File: src/rtl/mips_ctrl_pkg.sv
// Decode constants, ALU encoding, FSM states and the registered control word
// for the multicycle instruction controller.
package mips_ctrl_pkg;

    localparam logic [5:0] OPC_RTYPE = 6'b000111;
    localparam logic [5:0] OPC_LW    = 6'b001000;
    localparam logic [5:0] OPC_SW    = 6'b001001;

    localparam logic [5:0] FN_ADD = 6'b100000;
    localparam logic [5:0] FN_SUB = 6'b100010;
    localparam logic [5:0] FN_MUL = 6'b110010;
    localparam logic [5:0] FN_AND = 6'b100100;
    localparam logic [5:0] FN_OR  = 6'b100101;

    typedef enum logic [2:0] {
        ALU_ADD = 3'd0,
        ALU_SUB = 3'd1,
        ALU_MUL = 3'd2,
        ALU_AND = 3'd3,
        ALU_OR  = 3'd4
    } alu_op_e;

    typedef enum logic [2:0] {
        IDLE,
        DECODE,
        EXEC,
        MULW,
        MEM,
        WB
    } state_e;

    typedef enum logic [2:0] {
        OP_ADD,
        OP_SUB,
        OP_MUL,
        OP_AND,
        OP_OR,
        OP_LW,
        OP_SW,
        OP_ILL
    } op_e;

    typedef struct packed {
        logic    instr_ready;
        logic    pc_write;
        logic    reg_write;
        logic    mem_read;
        logic    mem_write;
        logic    alu_src_imm;
        logic    mem_to_reg;
        logic    reg_dst;
        logic    done;
        logic    illegal;
        logic    mem_err;
        alu_op_e alu_op;
    } ctrl_out_t;

    function automatic op_e decode_op(input logic [31:0] ins);
        op_e op;
        op = OP_ILL;
        case (ins[31:26])
            OPC_LW:    op = OP_LW;
            OPC_SW:    op = OP_SW;
            OPC_RTYPE: begin
                case (ins[5:0])
                    FN_ADD:  op = OP_ADD;
                    FN_SUB:  op = OP_SUB;
                    FN_MUL:  op = OP_MUL;
                    FN_AND:  op = OP_AND;
                    FN_OR:   op = OP_OR;
                    default: op = OP_ILL;
                endcase
            end
            default:   op = OP_ILL;
        endcase
        return op;
    endfunction

    function automatic alu_op_e rtype_alu(input op_e op);
        alu_op_e a;
        case (op)
            OP_SUB:  a = ALU_SUB;
            OP_MUL:  a = ALU_MUL;
            OP_AND:  a = ALU_AND;
            OP_OR:   a = ALU_OR;
            default: a = ALU_ADD;
        endcase
        return a;
    endfunction

endpackage

File: src/rtl/multicycle_control_if.sv
// Instruction handshake, memory acknowledge and datapath control bundle.
interface multicycle_control_if;
    logic [31:0] instr;
    logic        instr_valid;
    logic        instr_ready;
    logic        mem_ack;
    logic        pc_write;
    logic        reg_write;
    logic        mem_read;
    logic        mem_write;
    logic        alu_src_imm;
    logic        mem_to_reg;
    logic        reg_dst;
    logic        done;
    logic        illegal;
    logic        mem_err;
    logic [2:0]  alu_op;

    modport master (
        output instr, instr_valid, mem_ack,
        input  instr_ready, pc_write, reg_write, mem_read, mem_write, alu_src_imm,
               mem_to_reg, reg_dst, done, illegal, mem_err, alu_op
    );

    modport slave (
        input  instr, instr_valid, mem_ack,
        output instr_ready, pc_write, reg_write, mem_read, mem_write, alu_src_imm,
               mem_to_reg, reg_dst, done, illegal, mem_err, alu_op
    );
endinterface

File: src/rtl/ctrl_cycle_counter.sv
// Purpose: loadable down-counter with zero flag, shared by MUL wait and memory timeout.
// Latency: load/decrement visible the cycle after the edge; zero is combinational on the count.
// Backpressure: none; decrement stops at zero.
module ctrl_cycle_counter #(
    parameter int W = 5
) (
    input  logic         clk,
    input  logic         rst_n,
    input  logic         load,
    input  logic [W-1:0] load_val,
    input  logic         dec,
    output logic         zero
);
    logic [W-1:0] cnt;

    always_ff @(posedge clk or negedge rst_n) begin
        if (!rst_n) begin
            cnt <= '0;
        end else if (load) begin
            cnt <= load_val;
        end else if (dec && (cnt != '0)) begin
            cnt <= cnt - W'(1);
        end
    end

    assign zero = (cnt == '0);
endmodule

File: src/rtl/multicycle_control.sv
// Purpose: multicycle FSM controller decoding R-type/LW/SW into registered datapath controls.
// Latency: done 3 cycles after accept (ALU), 2+MUL_CYCLES (MUL), 4+k (LW/SW, k extra mem waits).
// Backpressure: instr_ready only in IDLE; memory stage waits on mem_ack up to MEM_TIMEOUT cycles.
module multicycle_control
    import mips_ctrl_pkg::*;
#(
    parameter int MUL_CYCLES  = 4,
    parameter int MEM_TIMEOUT = 15
) (
    input logic                 clk,
    input logic                 rst_n,
    multicycle_control_if.slave bus
);
    localparam int CNT_MAX = (MUL_CYCLES > MEM_TIMEOUT) ? MUL_CYCLES : MEM_TIMEOUT;
    localparam int CW      = $clog2(CNT_MAX) + 1;
    localparam logic [CW-1:0] MUL_LOAD = CW'(MUL_CYCLES - 1);
    localparam logic [CW-1:0] MEM_LOAD = CW'(MEM_TIMEOUT - 1);

    state_e      state, state_n;
    ctrl_out_t   out_q, out_n;
    logic [31:0] ir;
    logic        ir_load;
    logic        cnt_load, cnt_dec, cnt_zero;
    logic [CW-1:0] cnt_val;
    op_e         op;
    logic        is_rtype;

    assign op       = decode_op(ir);
    assign is_rtype = (op == OP_ADD) || (op == OP_SUB) || (op == OP_MUL) ||
                      (op == OP_AND) || (op == OP_OR);

    ctrl_cycle_counter #(.W(CW)) u_cnt (
        .clk      (clk),
        .rst_n    (rst_n),
        .load     (cnt_load),
        .load_val (cnt_val),
        .dec      (cnt_dec),
        .zero     (cnt_zero)
    );

    always_ff @(posedge clk or negedge rst_n) begin
        if (!rst_n) begin
            state <= IDLE;
            out_q <= '0;
            ir    <= '0;
        end else begin
            state <= state_n;
            out_q <= out_n;
            if (ir_load) begin
                ir <= bus.instr;
            end
        end
    end

    always_comb begin
        state_n  = state;
        out_n    = '0;
        ir_load  = 1'b0;
        cnt_load = 1'b0;
        cnt_val  = '0;
        cnt_dec  = 1'b0;

        // Transitions; one-cycle pulses belong to the edge that leaves a state.
        case (state)
            IDLE: begin
                if (bus.instr_valid && out_q.instr_ready) begin
                    ir_load = 1'b1;
                    state_n = DECODE;
                end
            end
            DECODE: begin
                if (op == OP_ILL) begin
                    state_n       = IDLE;
                    out_n.illegal = 1'b1;
                end else if (op == OP_MUL) begin
                    state_n  = MULW;
                    cnt_load = 1'b1;
                    cnt_val  = MUL_LOAD;
                end else begin
                    state_n = EXEC;
                end
            end
            EXEC: begin
                if (is_rtype) begin
                    state_n = WB;
                end else begin
                    state_n  = MEM;
                    cnt_load = 1'b1;
                    cnt_val  = MEM_LOAD;
                end
            end
            MULW: begin
                if (cnt_zero) state_n = WB;
                else          cnt_dec = 1'b1;
            end
            MEM: begin
                // An ack on the final allowed cycle still completes the access.
                if (bus.mem_ack) begin
                    if (op == OP_LW) begin
                        state_n = WB;
                    end else begin
                        state_n        = IDLE;
                        out_n.done     = 1'b1;
                        out_n.pc_write = 1'b1;
                    end
                end else if (cnt_zero) begin
                    state_n       = IDLE;
                    out_n.mem_err = 1'b1;
                end else begin
                    cnt_dec = 1'b1;
                end
            end
            WB:      state_n = IDLE;
            default: state_n = IDLE;
        endcase

        // Moore controls for the state being entered.
        case (state_n)
            IDLE: out_n.instr_ready = 1'b1;
            EXEC: begin
                if (is_rtype) begin
                    out_n.alu_op  = rtype_alu(op);
                    out_n.reg_dst = 1'b1;
                end else begin
                    out_n.alu_op      = ALU_ADD;
                    out_n.alu_src_imm = 1'b1;
                end
            end
            MULW: begin
                out_n.alu_op  = ALU_MUL;
                out_n.reg_dst = 1'b1;
            end
            MEM: begin
                out_n.mem_read  = (op == OP_LW);
                out_n.mem_write = (op == OP_SW);
            end
            WB: begin
                out_n.reg_write  = 1'b1;
                out_n.done       = 1'b1;
                out_n.pc_write   = 1'b1;
                out_n.mem_to_reg = (op == OP_LW);
                out_n.reg_dst    = is_rtype;
            end
            default: ;
        endcase
    end

    assign bus.instr_ready = out_q.instr_ready;
    assign bus.pc_write    = out_q.pc_write;
    assign bus.reg_write   = out_q.reg_write;
    assign bus.mem_read    = out_q.mem_read;
    assign bus.mem_write   = out_q.mem_write;
    assign bus.alu_src_imm = out_q.alu_src_imm;
    assign bus.mem_to_reg  = out_q.mem_to_reg;
    assign bus.reg_dst     = out_q.reg_dst;
    assign bus.done        = out_q.done;
    assign bus.illegal     = out_q.illegal;
    assign bus.mem_err     = out_q.mem_err;
    assign bus.alu_op      = out_q.alu_op;
endmodule

File: src/flat_wrapper.sv
// flat-port wrapper written by rule: the top's interface ports become plain ports
module multicycle_control_flat import mips_ctrl_pkg::*;
#(
    parameter int MUL_CYCLES  = 4,
    parameter int MEM_TIMEOUT = 15
)
  (clk, rst_n, bus_instr, bus_instr_valid, bus_mem_ack, bus_instr_ready, bus_pc_write, bus_reg_write, bus_mem_read, bus_mem_write, bus_alu_src_imm, bus_mem_to_reg, bus_reg_dst, bus_done, bus_illegal, bus_mem_err, bus_alu_op);
  multicycle_control_if bus_i ();
  input logic clk;
  input logic rst_n;
  input wire logic [$bits(bus_i.instr)-1:0] bus_instr;
  input wire logic [$bits(bus_i.instr_valid)-1:0] bus_instr_valid;
  input wire logic [$bits(bus_i.mem_ack)-1:0] bus_mem_ack;
  output wire logic [$bits(bus_i.instr_ready)-1:0] bus_instr_ready;
  output wire logic [$bits(bus_i.pc_write)-1:0] bus_pc_write;
  output wire logic [$bits(bus_i.reg_write)-1:0] bus_reg_write;
  output wire logic [$bits(bus_i.mem_read)-1:0] bus_mem_read;
  output wire logic [$bits(bus_i.mem_write)-1:0] bus_mem_write;
  output wire logic [$bits(bus_i.alu_src_imm)-1:0] bus_alu_src_imm;
  output wire logic [$bits(bus_i.mem_to_reg)-1:0] bus_mem_to_reg;
  output wire logic [$bits(bus_i.reg_dst)-1:0] bus_reg_dst;
  output wire logic [$bits(bus_i.done)-1:0] bus_done;
  output wire logic [$bits(bus_i.illegal)-1:0] bus_illegal;
  output wire logic [$bits(bus_i.mem_err)-1:0] bus_mem_err;
  output wire logic [$bits(bus_i.alu_op)-1:0] bus_alu_op;
  assign bus_i.instr = bus_instr;
  assign bus_i.instr_valid = bus_instr_valid;
  assign bus_i.mem_ack = bus_mem_ack;
  assign bus_instr_ready = bus_i.instr_ready;
  assign bus_pc_write = bus_i.pc_write;
  assign bus_reg_write = bus_i.reg_write;
  assign bus_mem_read = bus_i.mem_read;
  assign bus_mem_write = bus_i.mem_write;
  assign bus_alu_src_imm = bus_i.alu_src_imm;
  assign bus_mem_to_reg = bus_i.mem_to_reg;
  assign bus_reg_dst = bus_i.reg_dst;
  assign bus_done = bus_i.done;
  assign bus_illegal = bus_i.illegal;
  assign bus_mem_err = bus_i.mem_err;
  assign bus_alu_op = bus_i.alu_op;
  multicycle_control #(.MUL_CYCLES(MUL_CYCLES), .MEM_TIMEOUT(MEM_TIMEOUT)) u_core (.clk(clk), .rst_n(rst_n), .bus(bus_i));
endmodule
File: config.mk
export PLATFORM = sky130hd
export DESIGN_NAME = multicycle_control_flat
export DESIGN_NICKNAME = d
export VERILOG_FILES = /design/src/rtl/mips_ctrl_pkg.sv /design/src/rtl/multicycle_control_if.sv /design/src/rtl/ctrl_cycle_counter.sv /design/src/rtl/multicycle_control.sv /design/src/flat_wrapper.sv
export SDC_FILE = /design/constraint.sdc
export NUM_CORES = 1
export LEC_CHECK = 0
export CORE_ASPECT_RATIO = 2
export CORE_MARGIN = 1.5
export CORE_UTILIZATION = 45
export DETAILED_ROUTE_END_ITERATION = 8
export PLACE_DENSITY = 0.78
export SYNTH_ARGS = -nofsm -noshare
export SYNTH_HDL_FRONTEND = slang
export SYNTH_SLANG_ARGS = --single-unit
File: constraint.sdc
create_clock -name clk -period 2.8 [get_ports clk]
set_clock_uncertainty 0.05 [all_clocks]
set_input_delay 0.56 -clock clk [delete_from_list [all_inputs] [get_ports clk]]
set_output_delay 0.56 -clock clk [all_outputs]
set_load 0.005 [all_outputs]
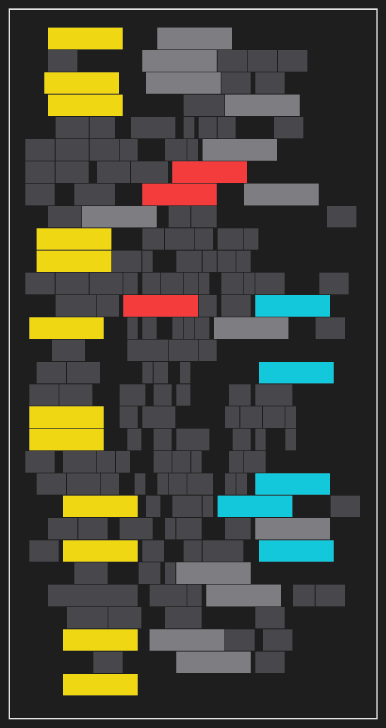
Fig. 1. Sequential cells grouped by signal name.
[u_core.u_cnt.cnt] cyan | flops: 5
[u_core.ir] yellow | flops: 12
[u_core.state] red | flops: 3
not coloured: 13

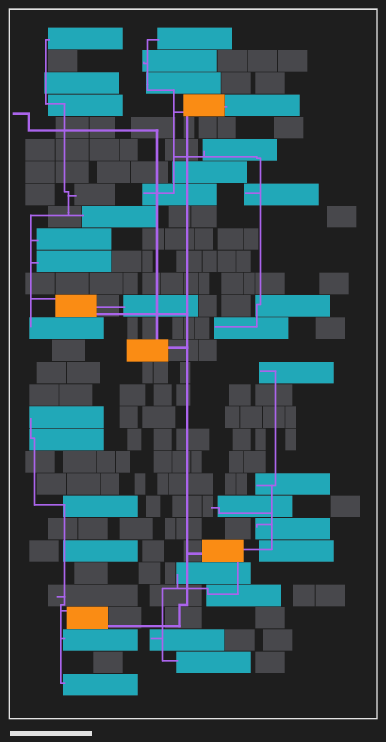
Fig. 2. Clock network drawn from the DEF.
Scale bar: 10 um.
[clock wires] purple | length: 405 um
[flip-flops] cyan | count: 33
[cells driving clock nets] orange | count: 5
routed clock nets: 6
Skew-Pair Late Insertion Delay: 0.29 ns
reported clock group power: 458 uW
clock share of power: 26.0%

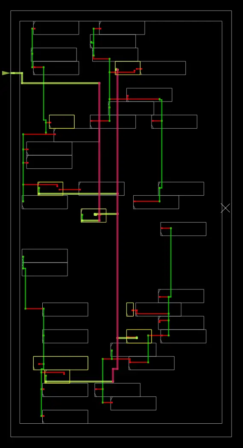
Fig. 3. Clock nets.
final-layout clock buffer total: 7
total number of clock tree sinks: 33
number of CTS-inserted buffers: 5
layout sequential cell count: 33

==> flow_summary.json <==
{
  "status": "finished, violations left",
  "violations": "DRC",
  "hold_path.startpoint": "u_core.u_cnt.cnt[1]",
  "number_of_flip_flops_in_the_largest_register": 12,
  "signal_buffers": 32,
  "timing.hold.worst.class": "register to register",
  "met2_wirelength_um": 2027,
  "drive_gt1_share_pct": 15.12,
  "power_frac_seq_pct": 43.1,
  "period_used_pct": 84.13,
  "seq-cell-share_pct": 40.89,
  "grt_start_max_net_pins": 34,
  "antenna_found_initial": 0,
  "min_delay_path_depth": 2,
  "place.gp.congestion": 0.9054,
  "number_of_global_route_vias_before_repair": 1276,
  "synth_cells": 135,
  "clock_tree.htree_level_count": 2,
  "detail_route.iter0.violations": 30,
  "ctsLongestPathBuffers": 2,
  "synth.net_count": 172,
  "tritoncts": "yes",
  "switching_power_of_the_nets_uw": 575.5,
  "tns_ns": 0,
  "yosys-stat-area_sq_um": 1567,
  "dpl.hpwl_um": 2593,
  "finalWirelength_um": 3349,
  "warning_count": 46,
  "yosys_register_bits": 33,
  "tapCellCount": 32,
  "timing.critical_path.from": "u_core.ir[27]",
  "fmaxAchievable_mhz": 424.5,
  "crit_path_start_kind": "register",
  "filler_cell_count": 272,
  "num_rows": 30,
  "layout_top_cell_excl_fill_tap": "sky130_fd_sc_hd__dfrtp_1",
  "clock_pin_transition_on_the_worst_setup_and_hold_timing_paths_ns": 0.07,
  "syn-mean-instance-area_sq_um": 11.60,
  "met3RoutedLength_um": 139,
  "worst-r2r-setup-slack_ns": 0.44,
  "pg_comb_uw": 544,
  "synth_area_sq_um": 1567,
  "power.total_mw": 1.763,
  "placed_area_sq_um": 1903,
  "final_cells": 204,
  "powerDensity_nw_per_um2": 873.0,
  "design.core.area_sq_um": 3341,
  "worstReg2RegEnd": "u_core.bus.done",
  "required_ns": 2.93,
  "groute.usage.overall_pct": 20.66,
  "top_routing_layer_in_use": "met4",
  "worst_slew_pin_slew_ns": 0.5969,
  "boundary_pin_count": 50,
  "fp-utilization_pct": 46.89,
  "worst-path-max-fanout": 11,
  "post-cts-setup-buffer-count": 0,
  "cts-root-buf": "sky130_fd_sc_hd__clkbuf_8",
  "global_route.usage.met3_pct": 5.625,
  "remaining_routing_drc_violations": 1,
  "worst_slew_margin_rel_pct": 59.94,
  "routed_length_on_met1_um": 1052,
  "chipArea_sq_um": 3866,
  "power_sequential_uw": 760,
  "power.largest_group": "registers",
  "numPlacedInstances": 196,
  "critPathKind": "register to register",
  "finalSetupViolCount": 0,
  "final_cell_mix": "sky130_fd_sc_hd__dfrtp_1 (33), sky130_fd_sc_hd__clkdlybuf4s50_1 (29), sky130_fd_sc_hd__nand2_1 (10)",
  "sequential_cell_area_sq_um": 825.8,
  "final_hold_violations": 0,
  "final_net_count": 208,
  "critical-path-top-delay-family": "simple AND/OR/NAND/NOR gates",
  "vias": 1218,
  "utilization_pct": 60.45,
  "drv_slew": 0,
  "regMostFlops": "u_core.ir",
  "timing.critical_path.arrival_ns": 2.48,
  "preCtsSetupSlack_ns": 0.2665,
  "timing.hold.worst_endpoint": "u_core.u_cnt.cnt[1]",
  "buffer_area_share_pct": 15.49,
  "unrepaired_setup_endpoints_after_global_routing": "false",
  "post_cts.resized_instances": 0,
  "critical_path.endpoint_type": "register",
  "reg.largest.list": "u_core.ir (12), u_core.u_cnt.cnt (5)",
  "final_critical_path_setup_slack_ns": 0.4443,
  "enable_flop_cells": 0
}
[worst max-delay path by stage]
stage / endpoint / slack (ns) / cells past startpoint
floorplan: u_core.bus.done / 0.67 / 7
global placement: u_core.bus.done / 0.29 / 6
detailed placement: u_core.bus.done / 0.27 / 6
CTS: u_core.bus.done / 0.44 / 6
global route: u_core.bus.done / 0.30 / 6
finish: u_core.bus.done / 0.44 / 6
[logic make-up (layout without fill, tap and decap cells)]
| logic type | after synthesis | count (layout) | synth area share [%] |
|---|---|---|---|
| muxes | 13 | 13 | 9.345 |
| xor gates and xnor gates | 2 | 2 | 1.118 |
| DFF | 33 | 33 | 52.72 |
| adders and majority gates | 1 | 1 | 0.7986 |
| AOI/OAI and AO/OA | 23 | 23 | 10.22 |
| buffers and inverters | 6 | 43 | 2.156 |
| and+or+nand+nor | 57 | 57 | 23.64 |
Power is estimated from default activity; no workload was simulated.
